[src/rtl/demux_pkg.sv]
// Shared constants for the 1x2 TDM demultiplexer: frame FSM encoding, default sizes, channel tags.
package demux_pkg;

  typedef logic [0:0] state_t;

  localparam state_t EXP_A = 1'b0;
  localparam state_t EXP_B = 1'b1;

  localparam int unsigned DefWidth = 4;
  localparam int unsigned DefDepth = 2;
  localparam int unsigned DefCntW  = 8;

  localparam logic CH0 = 1'b0;
  localparam logic CH1 = 1'b1;

endpackage

[src/rtl/demux_fifo.sv]
// Small synchronous FIFO; full is derived from registered occupancy, so a full FIFO
// refuses a push even when it pops on the same edge.
module demux_fifo #(
  parameter int unsigned Width = 4,
  parameter int unsigned Depth = 2
) (
  input  logic             clk_i,
  input  logic             rst_ni,
  input  logic             push_i,
  input  logic [Width-1:0] data_i,
  input  logic             pop_i,
  output logic             full_o,
  output logic             empty_o,
  output logic [Width-1:0] head_o
);

  localparam int unsigned PtrW = (Depth > 1) ? $clog2(Depth) : 1;
  localparam int unsigned CntW = $clog2(Depth) + 1;

  logic [Width-1:0] mem_q [Depth];
  logic [PtrW-1:0]  wr_ptr_q, wr_ptr_d;
  logic [PtrW-1:0]  rd_ptr_q, rd_ptr_d;
  logic [CntW-1:0]  cnt_q, cnt_d;
  logic             push_ok, pop_ok;

  assign full_o  = (cnt_q == CntW'(Depth));
  assign empty_o = (cnt_q == '0);
  assign head_o  = mem_q[rd_ptr_q];

  assign push_ok = push_i & ~full_o;
  assign pop_ok  = pop_i & ~empty_o;

  always_comb begin
    wr_ptr_d = wr_ptr_q;
    rd_ptr_d = rd_ptr_q;
    cnt_d    = cnt_q;
    // Depth is a power of two, so natural pointer overflow is the modulo wrap.
    if (push_ok) wr_ptr_d = wr_ptr_q + PtrW'(1);
    if (pop_ok)  rd_ptr_d = rd_ptr_q + PtrW'(1);
    case ({push_ok, pop_ok})
      2'b10:   cnt_d = cnt_q + CntW'(1);
      2'b01:   cnt_d = cnt_q - CntW'(1);
      default: cnt_d = cnt_q;
    endcase
  end

  always_ff @(posedge clk_i or negedge rst_ni) begin
    if (!rst_ni) begin
      wr_ptr_q <= '0;
      rd_ptr_q <= '0;
      cnt_q    <= '0;
      for (int i = 0; i < int'(Depth); i++) begin
        mem_q[i] <= '0;
      end
    end else begin
      wr_ptr_q <= wr_ptr_d;
      rd_ptr_q <= rd_ptr_d;
      cnt_q    <= cnt_d;
      if (push_ok) mem_q[wr_ptr_q] <= data_i;
    end
  end

endmodule

[src/rtl/demux_1x2_tdm.sv]
// 1x2 TDM demux: routes tagged beats into two FIFO channels, tracks A-then-B frames.
// Optional even-parity drop check enabled by macro DEMUX_PARITY_EN.
module demux_1x2_tdm
  import demux_pkg::*;
#(
  parameter int unsigned WIDTH = DefWidth,
  parameter int unsigned DEPTH = DefDepth,
  parameter int unsigned CNT_W = DefCntW
) (
  input  logic             clk,
  input  logic             rst_n,
  input  logic [WIDTH-1:0] in_data,
  input  logic             in_sel,
  input  logic             in_valid,
  output logic             in_ready,
`ifdef DEMUX_PARITY_EN
  input  logic             in_par,
  output logic             par_err,
`endif
  output logic [WIDTH-1:0] out0_data,
  output logic             out0_valid,
  input  logic             out0_ready,
  output logic [WIDTH-1:0] out1_data,
  output logic             out1_valid,
  input  logic             out1_ready,
  output logic             seq_err,
  output logic [CNT_W-1:0] frame_cnt
);

  logic       full0, full1, empty0, empty1;
  logic       accept, route, par_bad;
  state_t     state_q, state_d;
  logic       seq_err_q, seq_err_d;
  logic [CNT_W-1:0] frame_cnt_q, frame_cnt_d;

  assign in_ready = (in_sel == CH1) ? ~full1 : ~full0;
  assign accept   = in_valid & in_ready;

`ifdef DEMUX_PARITY_EN
  logic par_err_q;
  assign par_bad = ^{in_data, in_par};
  assign par_err = par_err_q;

  always_ff @(posedge clk or negedge rst_n) begin
    if (!rst_n) par_err_q <= 1'b0;
    else        par_err_q <= accept & par_bad;
  end
`else
  assign par_bad = 1'b0;
`endif

  // Parity-failed beats are consumed but neither stored nor seen by the frame tracker.
  assign route = accept & ~par_bad;

  demux_fifo #(
    .Width (WIDTH),
    .Depth (DEPTH)
  ) u_fifo0 (
    .clk_i   (clk),
    .rst_ni  (rst_n),
    .push_i  (route & (in_sel == CH0)),
    .data_i  (in_data),
    .pop_i   (out0_ready),
    .full_o  (full0),
    .empty_o (empty0),
    .head_o  (out0_data)
  );

  demux_fifo #(
    .Width (WIDTH),
    .Depth (DEPTH)
  ) u_fifo1 (
    .clk_i   (clk),
    .rst_ni  (rst_n),
    .push_i  (route & (in_sel == CH1)),
    .data_i  (in_data),
    .pop_i   (out1_ready),
    .full_o  (full1),
    .empty_o (empty1),
    .head_o  (out1_data)
  );

  assign out0_valid = ~empty0;
  assign out1_valid = ~empty1;

  always_comb begin
    state_d     = state_q;
    frame_cnt_d = frame_cnt_q;
    seq_err_d   = 1'b0;
    if (route) begin
      case (state_q)
        EXP_A: begin
          if (in_sel == CH0) state_d = EXP_B;
          else               seq_err_d = 1'b1;
        end
        EXP_B: begin
          // An extra channel-0 beat restarts the frame in place.
          if (in_sel == CH1) begin
            frame_cnt_d = frame_cnt_q + CNT_W'(1);
            state_d     = EXP_A;
          end else begin
            seq_err_d = 1'b1;
          end
        end
        default: state_d = EXP_A;
      endcase
    end
  end

  always_ff @(posedge clk or negedge rst_n) begin
    if (!rst_n) begin
      state_q     <= EXP_A;
      frame_cnt_q <= '0;
      seq_err_q   <= 1'b0;
    end else begin
      state_q     <= state_d;
      frame_cnt_q <= frame_cnt_d;
      seq_err_q   <= seq_err_d;
    end
  end

  assign seq_err   = seq_err_q;
  assign frame_cnt = frame_cnt_q;

endmodule

[config.mk]
export PLATFORM = sky130hd
export DESIGN_NAME = demux_1x2_tdm
export DESIGN_NICKNAME = d
export VERILOG_FILES = /design/src/rtl/demux_pkg.sv /design/src/rtl/demux_fifo.sv /design/src/rtl/demux_1x2_tdm.sv
export SDC_FILE = /design/constraint.sdc
export NUM_CORES = 1
export LEC_CHECK = 0
export CAP_MARGIN = 20
export CORE_ASPECT_RATIO = 1.25
export CORE_UTILIZATION = 38
export CTS_CLUSTER_SIZE = 10
export DETAILED_ROUTE_END_ITERATION = 8
export SETUP_SLACK_MARGIN = 0.5
export SLEW_MARGIN = 20
export SYNTH_ARGS = -nofsm -noshare
export SYNTH_HDL_FRONTEND = slang
export SYNTH_SLANG_ARGS = --single-unit
[constraint.sdc]
create_clock -name clk -period 1.7 [get_ports clk]
set_input_delay 0.34 -clock clk [delete_from_list [all_inputs] [get_ports clk]]
set_output_delay 0.34 -clock clk [all_outputs]
set_load 0.05 [all_outputs]
==> results.txt <==
# resized after CTS -> 37
placed wire-length estimate -> 2350 µm
Final GP Congestion -> 0.734
Yosys Chip Area -> 0.00162 mm²
post-CTS setup buffers -> 19
vias -> 1154
RSZ-0062 raised after global routing -> true
Reg area -> 866 µm²
cell breakdown of the critical path -> nand2b_4 -> mux2_4 -> buf_8
Synth Instances -> 115
Crit-path slowest cell -> dfrtp_1
Final Skew -> 5.21 ps
Initial Util -> 39.5%
# DRC -> 0
pwr dens -> 2170 mW/mm²
I/O pins -> 30
max incr delay on CP -> 390 ps
final hold violation count -> 0
Mapped Avg Cell Area -> 14.1 µm²
CTS tree -> built
share of cells above drive strength 1 -> 67.0%
largest net degree at the start of global routing -> 35
Overall Power -> 5.61 mW
core area -> 0.00410 mm²
CP Capture Type -> output port
count of standard-cell rows -> 26
Final nets -> 198
Total Wirelength -> 3640 µm
Die Y -> 75.0 µm
Registers, synthesis -> 34
Yosys Warn Count -> 0
H-tree depth -> 2
vias in the first global route -> 1182
Critical Path RT -> 1360 ps
IO Port Bufs -> 29
final period utilization -> 94.5%
global-route wire length before repair -> 5710 µm
setup TNS -> 0 ps
crit path DAT -> 1270 ps
clock sink count -> 34
dpl cells -> 208
Fill cells -> 321
P_leak -> 1.19 nW
final tally of setup violations -> 0
ant diodes -> 0
syn_nets -> 128
Synth top area share -> 52.6%
Hold Crit Class -> in2async
antenna-violating nets left -> 0
Dominant Register Cell -> dfrtp_1
wire per inst -> 15.1 µm
Mapped Area -> 0.00162 mm²
Post-synth seq share -> 52.6%
chip area -> 0.00453 mm²
most used logic cell in the final layout -> buf_4
initial antenna violation count -> 0
Overall Global Routing Usage -> 17.6%
maximum clock rate -> 0.622 GHz
Slew HR -> 70.8%
Synth area leaders -> dfrtp_1 53%, mux2_2 15%, xnor2_1 5.4%
Yosys Instances -> 115
status -> completed
worst slew pin tran -> 438 ps
Synth cell types -> 26
Max-Cap Viols -> 0
WS Path Type -> reg2out
top cells by count, synth -> 34 x dfrtp_1, 21 x mux2_2, 10 x xnor2_1
Log Warnings -> 29
Setup WS post-layout -> 93.3 ps
clock-pin slew on the worst setup and hold paths -> 70 ps
die width -> 60.4 µm
Finished Layout Cells -> 241
post-synth top area cell -> dfrtp_1
Clock Path Buffers -> 2
Top Layout Cells -> 29 x buf_4, 25 x buf_6, 23 x mux2_4
crit-path max FO -> 2
Logic area -> 961 µm²
Layout area overhead -> 59.4%
Startpoint Class -> flop
Max IR drop VDD -> 0.00110 V
total grt overflow -> 0
DRT Pass-1 Iters -> 4
total CTS buffers -> 5
Post-synth ARST share -> 100%
Final Hold Slack -> 466 ps
crit path time final -> 1610 ps
DRT iter0 DRCs -> 39
hold buffers post-CTS -> 0
Synth top cell by count -> dfrtp_1
fin. max-slew vios -> 0
number of synthesized flops with an enable pin -> 0
Vias/cell -> 4.79
Place WS -> -185 ps
Cell Area, Placed -> 0.00213 mm²
Root Buffer -> clkbuf_8
## kinds of logic after synthesis
| group | Yosys count | share of synthesized area [%] |
|---|---|---|
| compound gates | 1 | 0.309 |
| fa+ha+maj | 3 | 2.32 |
| xor+xnor | 18 | 9.74 |
| simple gates | 32 | 15.1 |
| mux | 26 | 19.2 |
| flops | 34 | 52.6 |
| buf+inv | 1 | 0.695 |
## where the power goes
group | switching, mW | internal [mW]
logic | 1.67 | 1.80
clock network | 0.274 | 0.274
registers | 0.373 | 1.21
total | 2.32 | 3.28
## critical path: cells and delay by family, from the launching register on
| kind | cells | cell delay (ps) |
|---|---|---|
| DFF | 1 | 390 |
| muxes | 1 | 290 |
| and+or+nand+nor | 1 | 150 |
| buffers and inverters | 1 | 150 |
## final timing paths
path                               endpoint  slack, ps  depth (start not counted)              from
min reg2reg                u_fifo0.wr_ptr_q        490                          1  u_fifo0.wr_ptr_q
max in group asynchronous      frame_cnt[4]        890                          2             rst_n
min in group clk                    seq_err        490                          2          in_valid
max reg2reg                u_fifo1.cnt_q[1]        110                          7  u_fifo1.cnt_q[0]
max                                in_ready         90                          3  u_fifo0.cnt_q[0]
min                        u_fifo1.mem_q[2]        470                          2             rst_n
## layer usage
layer | track usage (%) | vias up | share of wire (%)
met5 | 0 | - | 0
met4 | 6.98 | 0 | 1.5
met3 | 4.98 | 5 | 3.6
met2 | 31.3 | 28 | 53
met1 | 19.6 | 578 | 41
li1 | - | 543 | -
## final cells by class
| cell class | instances | share of cell area, % |
|---|---|---|
| tap | 56 | 2.71 |
| sequential | 34 | 33.5 |
| clock buffer | 5 | 2.67 |
| multi-input combinational | 80 | 37.2 |
| timing repair buffer | 64 | 23.5 |
| clock inverter | 2 | 0.388 |
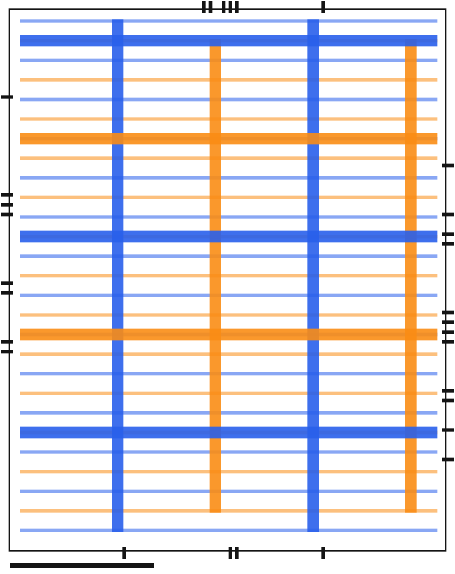
power_grid.png
Bar = 20 µm. Pins as bars on the die edge.
| colour | net |
|---|---|
| blue | VSS |
| orange | VDD |
met4 straps: 4
signal pins: 30
rows: 26
met1 rails: 27
met5 straps: 5

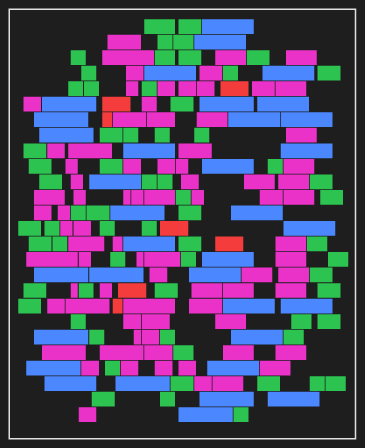
placement_by_type.png
| colour | class | cells |
|---|---|---|
| green | other buffers and delay cells | 64 |
| blue | flops | 34 |
| red | clock drivers and dummy loads | 7 |
| magenta | combinational and other logic | 80 |
final core area utilization: 63.0%
fin area: 0.00258 mm²

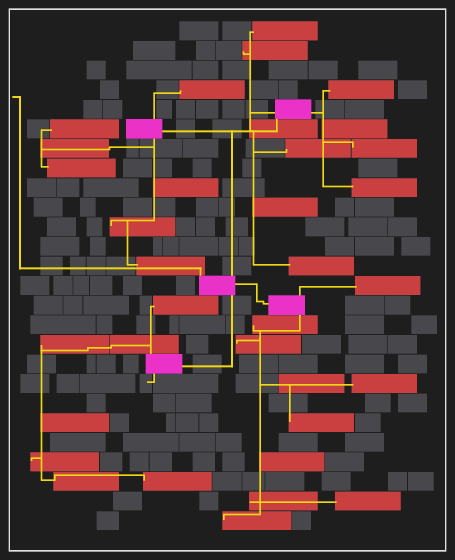
clk_routes.png
[magenta] clock drivers | count: 5
[yellow] clock wires | length: 421 µm
[red] flip-flops | count: 34
routed clock nets: 6
clk_lat worst skew: 280 ps
Clk pwr share: 9.8%

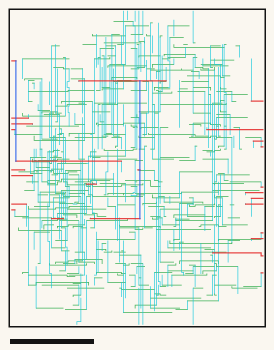
wires.png
Bar = 20 µm.
| colour | layer | wire length |
|---|---|---|
| red | metal 3 | 131 µm |
| blue | metal 4 | 56.4 µm |
| green | metal 1 | 1510 µm |
| cyan | metal 2 | 1940 µm |

Power figures rest on the tool's default switching activity, not on a simulated workload.
